Fig. 1: run 1, congestion heat map
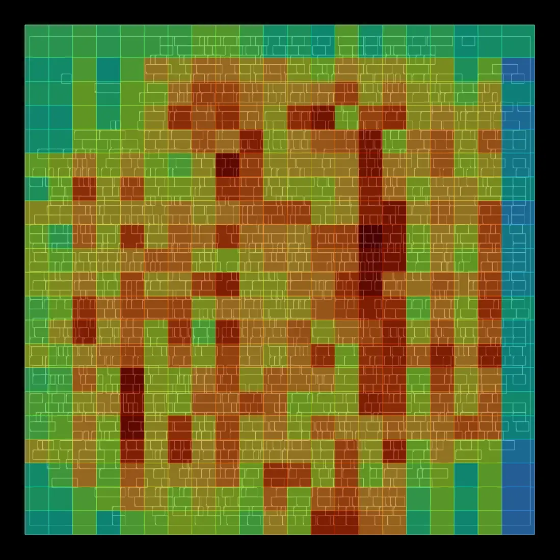
Fig. 2: run 1, clock wires, drivers and flops
Drawn at 4 px/µm.
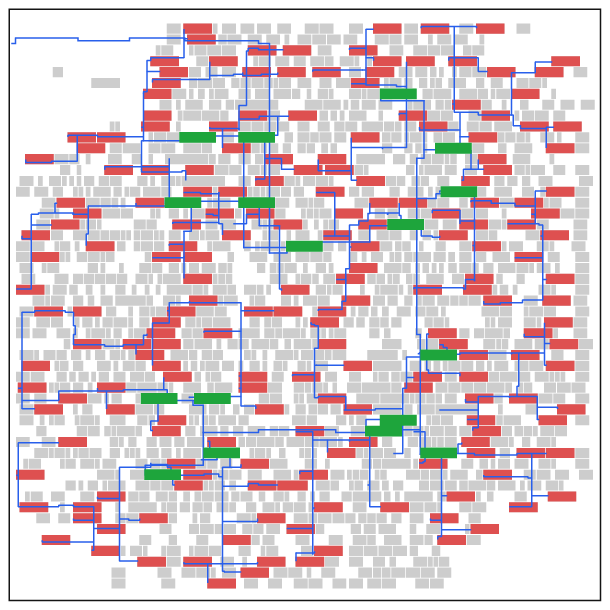
Fig. 3: run 1, signal wires on met4
Drawn at 2 px/µm.
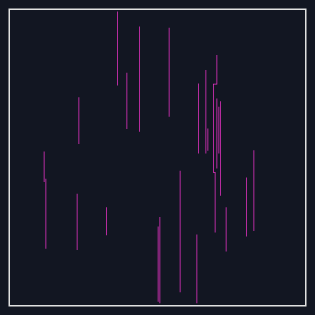
Fig. 4: run 1, local utilization
Drawn at 2 px/µm. 15 x 15 tiles, from white (low) to dark blue (high), 0 to 100% covered.
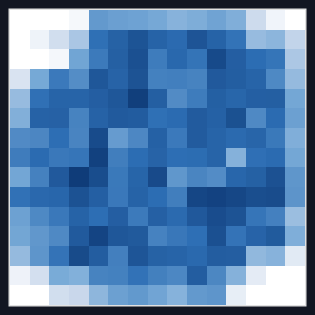
--- src/rtl/clint.sv ---
// Core-local interruptor for one hart: mtime, mtimecmp and msip registers,
// registered MTI/MSI levels, and a single-outstanding valid/ready slave port.
module clint #(
    parameter int TICK_DIV = 1,
    parameter int ADDR_W   = 16
) (
    input  logic              clock,
    input  logic              reset,
    input  logic              req_valid,
    output logic              req_ready,
    input  logic              req_we,
    input  logic [ADDR_W-1:0] req_addr,
    input  logic [63:0]       req_wdata,
    input  logic [7:0]        req_wstrb,
    output logic              resp_valid,
    input  logic              resp_ready,
    output logic [63:0]       resp_rdata,
    output logic              resp_err,
    output logic              mti,
    output logic              msi
);

    localparam int PW = (TICK_DIV > 1) ? $clog2(TICK_DIV) : 1;
    localparam logic [PW-1:0] PRE_LAST = PW'(TICK_DIV - 1);

    typedef enum logic {S_IDLE, S_RESP} state_t;

    state_t        r_state;
    state_t        w_state_nxt;
    logic          w_accept;

    logic [PW-1:0] r_pre;
    logic [63:0]   r_mtime;
    logic [63:0]   r_mtimecmp;
    logic          r_msip;
    logic          r_mti;
    logic          r_msi;
    logic [63:0]   r_rdata;
    logic          r_err;

    logic          w_tick;
    logic          w_sel_msip;
    logic          w_sel_cmp;
    logic          w_sel_mtime;
    logic          w_err;
    logic          w_wr;
    logic [63:0]   w_rd_val;
    logic [63:0]   w_mtime_nxt;
    logic [63:0]   w_cmp_nxt;

    // Full-address compare also enforces 8-byte alignment of every mapped register.
    assign w_sel_msip  = (req_addr == ADDR_W'(16'h0000));
    assign w_sel_cmp   = (req_addr == ADDR_W'(16'h4000));
    assign w_sel_mtime = (req_addr == ADDR_W'(16'hBFF8));
    assign w_err       = !(w_sel_msip || w_sel_cmp || w_sel_mtime);
    assign w_wr        = w_accept && req_we && !w_err;
    assign w_tick      = (r_pre == PRE_LAST);

    // Read mux returns pre-update register values.
    always_comb begin
        w_rd_val = 64'd0;
        if (w_sel_msip)  w_rd_val = {63'd0, r_msip};
        if (w_sel_cmp)   w_rd_val = r_mtimecmp;
        if (w_sel_mtime) w_rd_val = r_mtime;
    end

    // Byte-merge writes; unwritten mtime bytes still take the tick increment.
    always_comb begin
        w_mtime_nxt = r_mtime + {63'd0, w_tick};
        w_cmp_nxt   = r_mtimecmp;
        for (int b = 0; b < 8; b++) begin
            if (w_wr && req_wstrb[b]) begin
                if (w_sel_mtime) w_mtime_nxt[8*b +: 8] = req_wdata[8*b +: 8];
                if (w_sel_cmp)   w_cmp_nxt[8*b +: 8]   = req_wdata[8*b +: 8];
            end
        end
    end

    // Handshake state register.
    always_ff @(posedge clock) begin
        if (reset) r_state <= S_IDLE;
        else       r_state <= w_state_nxt;
    end

    // Next-state and handshake outputs.
    always_comb begin
        w_state_nxt = r_state;
        req_ready   = 1'b0;
        resp_valid  = 1'b0;
        w_accept    = 1'b0;
        case (r_state)
            S_IDLE: begin
                req_ready = 1'b1;
                if (req_valid) begin
                    w_accept    = 1'b1;
                    w_state_nxt = S_RESP;
                end
            end
            S_RESP: begin
                resp_valid = 1'b1;
                if (resp_ready) w_state_nxt = S_IDLE;
            end
            default: w_state_nxt = S_IDLE;
        endcase
    end

    // Prescaler, timer registers, msip and interrupt levels.
    always_ff @(posedge clock) begin
        if (reset) begin
            r_pre      <= '0;
            r_mtime    <= 64'd0;
            r_mtimecmp <= '1;
            r_msip     <= 1'b0;
            r_mti      <= 1'b0;
            r_msi      <= 1'b0;
        end else begin
            r_pre      <= w_tick ? '0 : r_pre + 1'b1;
            r_mtime    <= w_mtime_nxt;
            r_mtimecmp <= w_cmp_nxt;
            if (w_wr && w_sel_msip && req_wstrb[0]) r_msip <= req_wdata[0];
            r_mti      <= (r_mtime >= r_mtimecmp);
            r_msi      <= r_msip;
        end
    end

    // Response payload is captured at accept and held through the response phase.
    always_ff @(posedge clock) begin
        if (reset) begin
            r_rdata <= 64'd0;
            r_err   <= 1'b0;
        end else if (w_accept) begin
            r_rdata <= (req_we || w_err) ? 64'd0 : w_rd_val;
            r_err   <= w_err;
        end
    end

    assign resp_rdata = r_rdata;
    assign resp_err   = r_err;
    assign mti        = r_mti;
    assign msi        = r_msi;

endmodule

--- config.mk ---
export PLATFORM = sky130hd
export DESIGN_NAME = clint
export DESIGN_NICKNAME = d
export VERILOG_FILES = /design/src/rtl/clint.sv
export SDC_FILE = /design/constraint.sdc
export NUM_CORES = 1
export LEC_CHECK = 0
export CORE_UTILIZATION = 50
export CTS_CLUSTER_SIZE = 8
export DETAILED_ROUTE_END_ITERATION = 16
export PLACE_DENSITY = 0.75
export REMOVE_ABC_BUFFERS = 1
export SYNTH_ARGS = -nofsm -noshare
export SYNTH_HDL_FRONTEND = slang
export SYNTH_SLANG_ARGS = --single-unit
export TNS_END_PERCENT = 20
--- constraint.sdc ---
create_clock -name clock -period 2.3 [get_ports clock]
set_clock_uncertainty 0.05 [all_clocks]
set_input_delay 0.23 -clock clock [delete_from_list [all_inputs] [get_ports clock]]
set_output_delay 0.23 -clock clock [all_outputs]
set_load 0.01 [all_outputs]
==> flow_summary.ini, run 1 <==
; synthesis and place-and-route metrics
[synthesis]
synth_stat.cells = 1188
yosys.area.top_type = dfxtp_1
yosys.cell_types.count = 57
muxShareOfSynthArea_pct = 6.43
ys_sh_xor_pct = 5.13
synth-edff-count = 0
async_flop_share_pct = 0

[placement]
gp_congestion = 0.921
place_inst = 1674
dp_hpwl_um = 21800

[drt]
wl_met1_um = 13200
drc_errors = 0
ant_nets = 0
met3_length_um = 1700
viasPerCell = 5.72
drt-pass1-iter-count = 6

[job]
warning_count = 26

[floorplan]
io_pins = 162
taps = 270

[clock_tree]
clockRootBuffer = clkbuf_16
cts_buffers = 17
postCtsHoldBufs = 0
ctsResizeCount = 2
cts_tree = yes

[cells_and_area]
seq-cell-share_pct = 28.4
buffer_area_share_pct = 19.0
layout.cells.non_filler = 1706
drive_gt1_share_pct = 12.3
register_area_um2 = 3970
sh_comb_area_pct = 43.7
n_all_buffers = 283
antenna_cells = 0
area_growth_pct = 31.8
final-comb-area_um2 = 6090

[power]
power.density_nw_per_um2 = 508
comb_power_share_pct = 5.4
p_total_uw = 7080
p_comb_uw = 383
clockPowerShare_pct = 46.0
netSwitchingFraction_pct = 22.4
internal_power_uw = 5490

[min_path]
hold_path_depth = 2
whs_endpoint = resp_rdata[30]
hold_start = reset

[critical_path]
crit_family = simple AND/OR/NAND/NOR gates
worst_ep_arrival_time_ns = 2.54
cp_slowest_cell = or4b_4
r2r_setup_slack_ns = 0.04
slowest_delay_ns = 0.56

[grt]
antenna_found_initial = 0
grt_pass1_wl_um = 48400
grt_overflow = 0
grt_max_degree = 99

[timing]
finalSetupViolCount = 0
hold_viol = 0
max_slew_margin_pct = 52.9
max_freq_mhz = 443
drv_slew = 0

[outcome]
run_status = completed
## Picture notes: Fig. 1
post-layout util: 68.0%
met1 Resource Use GR: 35.8%
GRT Total Usage: 27.9%

## Picture notes: Fig. 2
flip-flops: shown in red, count 198. clock wires: shown in blue, length 2350 µm. clock-net drivers: shown in green, count 17.
There are 18 routed clock nets.
Clock Power: 3260 µW
Insertion Delay late pin: 0.44 ns

## Picture notes: Fig. 3
The wires run mostly vertical. The layer holds 2.8% of the routed length. 21 nets have wire on it. The longest straight run is 60.5 µm. The layer carries 824 µm of wire.
Routed WL: 29800 µm
DR vias: 9755

## Picture notes: Fig. 4
6.2% of the tiles are nearly empty. The emptiest ninth of the die: top left. The fullest tile reaches 95%. The mean over all tiles is 63%. 42% of the tiles are over 75% full.
floorplan core density: 51.6%
Core Box Area: 20500 µm²

## Run 2: what changed since run 1
- CORE_UTILIZATION: 50 -> 43
- PLACE_DENSITY: 0.75 -> 0.66
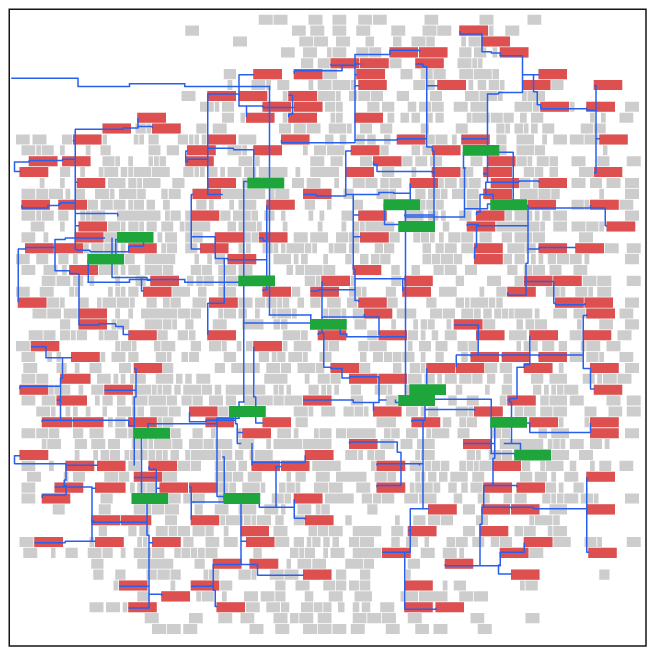
Fig. 5. Clock wires, drivers and flops (run 2).
Drawn at 4 px/µm.
clock wires: shown in blue, length 2490 µm. flip-flops: shown in red, count 198. clock-net drivers: shown in green, count 17.
There are 18 routed clock nets. Position of the flops: all over the die.
Clock Power: 3270 µW
Insertion Delay late pin: 0.45 ns
clock network power share: 46.1%

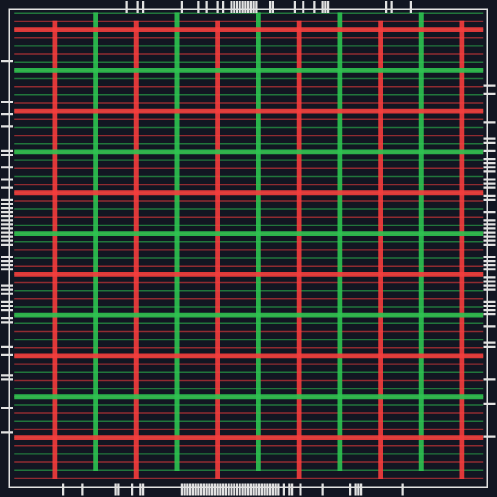
Fig. 6. Floorplan with the power grid (run 2).
Drawn at 3 px/µm. Pins as bars on the die edge.
VSS: shown in red. VDD: shown in green.
11 straps on met4. 58 met1 rails follow the rows. The core has 57 rows. 162 signal pins sit on the boundary. 11 straps on met5.
worst vdd rail ir drop: 0.367 mV
Core Box Area: 24200 µm²
die width: 159 µm
Die Height: 159 µm

==> run 2 against run 1 <==
Global-route usage is 3.9 points lower. Register-to-register slack better by 0.04 ns. Worst setup slack better by 0.038 ns. Sequential share of layout area is 0.054 points lower. Via count is 1.9% lower. Critical path depth is 3 higher. First-iteration DRC count is 8.7% higher. Wire length is 0.76% higher. Non-clock buffer count is 16 lower. Clock power hardly changed. Flip-flop count stayed put. Sequential power hardly changed.
==> flow_summary.ini, run 2 <==
; synthesis and place-and-route metrics
[synthesis]
yosys.cell_types.count = 57
muxShareOfSynthArea_pct = 6.43
synth-edff-count = 0
yosys.area.top_type = dfxtp_1

[grt]
grt_util_met1_pct = 30.6
antenna_found_initial = 2
grt_max_degree = 65
grt_overflow = 0
grtUsageTotal_pct = 24.0

[power]
p_total_uw = 7100
comb_power_share_pct = 5.5
power.density_nw_per_um2 = 507
p_comb_uw = 390

[timing]
hold_viol = 0
max_slew_margin_pct = 54.0
max_freq_mhz = 451

[cells_and_area]
layout.cells.non_filler = 1744
buffer_area_share_pct = 18.4
drive_gt1_share_pct = 12.0
utilization_pct = 57.7
sh_comb_area_pct = 43.9
register_area_um2 = 3970
n_all_buffers = 267
final-comb-area_um2 = 6140
antenna_cells = 1
seq-cell-share_pct = 28.4

[clock_tree]
postCtsHoldBufs = 0
ctsResizeCount = 3
cts_buffers = 17
clockRootBuffer = clkbuf_16
cts_tree = yes

[drt]
drt-pass1-iter-count = 7
wl_met1_um = 13500
ant_nets = 0
vias = 9571
drc_errors = 0
met3_length_um = 1310
wirelength_um = 30000
viasPerCell = 5.49

[outcome]
run_status = completed

[critical_path]
crit_family = AND-OR/OR-AND gates
cp_slowest_cell = dfxtp_2
slowest_delay_ns = 0.34

[placement]
place_inst = 1708
gp_congestion = 0.861
dp_hpwl_um = 22300

[floorplan]
io_pins = 162
fp_util_pct = 43.6
taps = 324

[min_path]
hold_path_depth = 2
hold_start = reset
whs_endpoint = resp_rdata[42]
Power figures rest on the tool's default switching activity, not on a simulated workload.
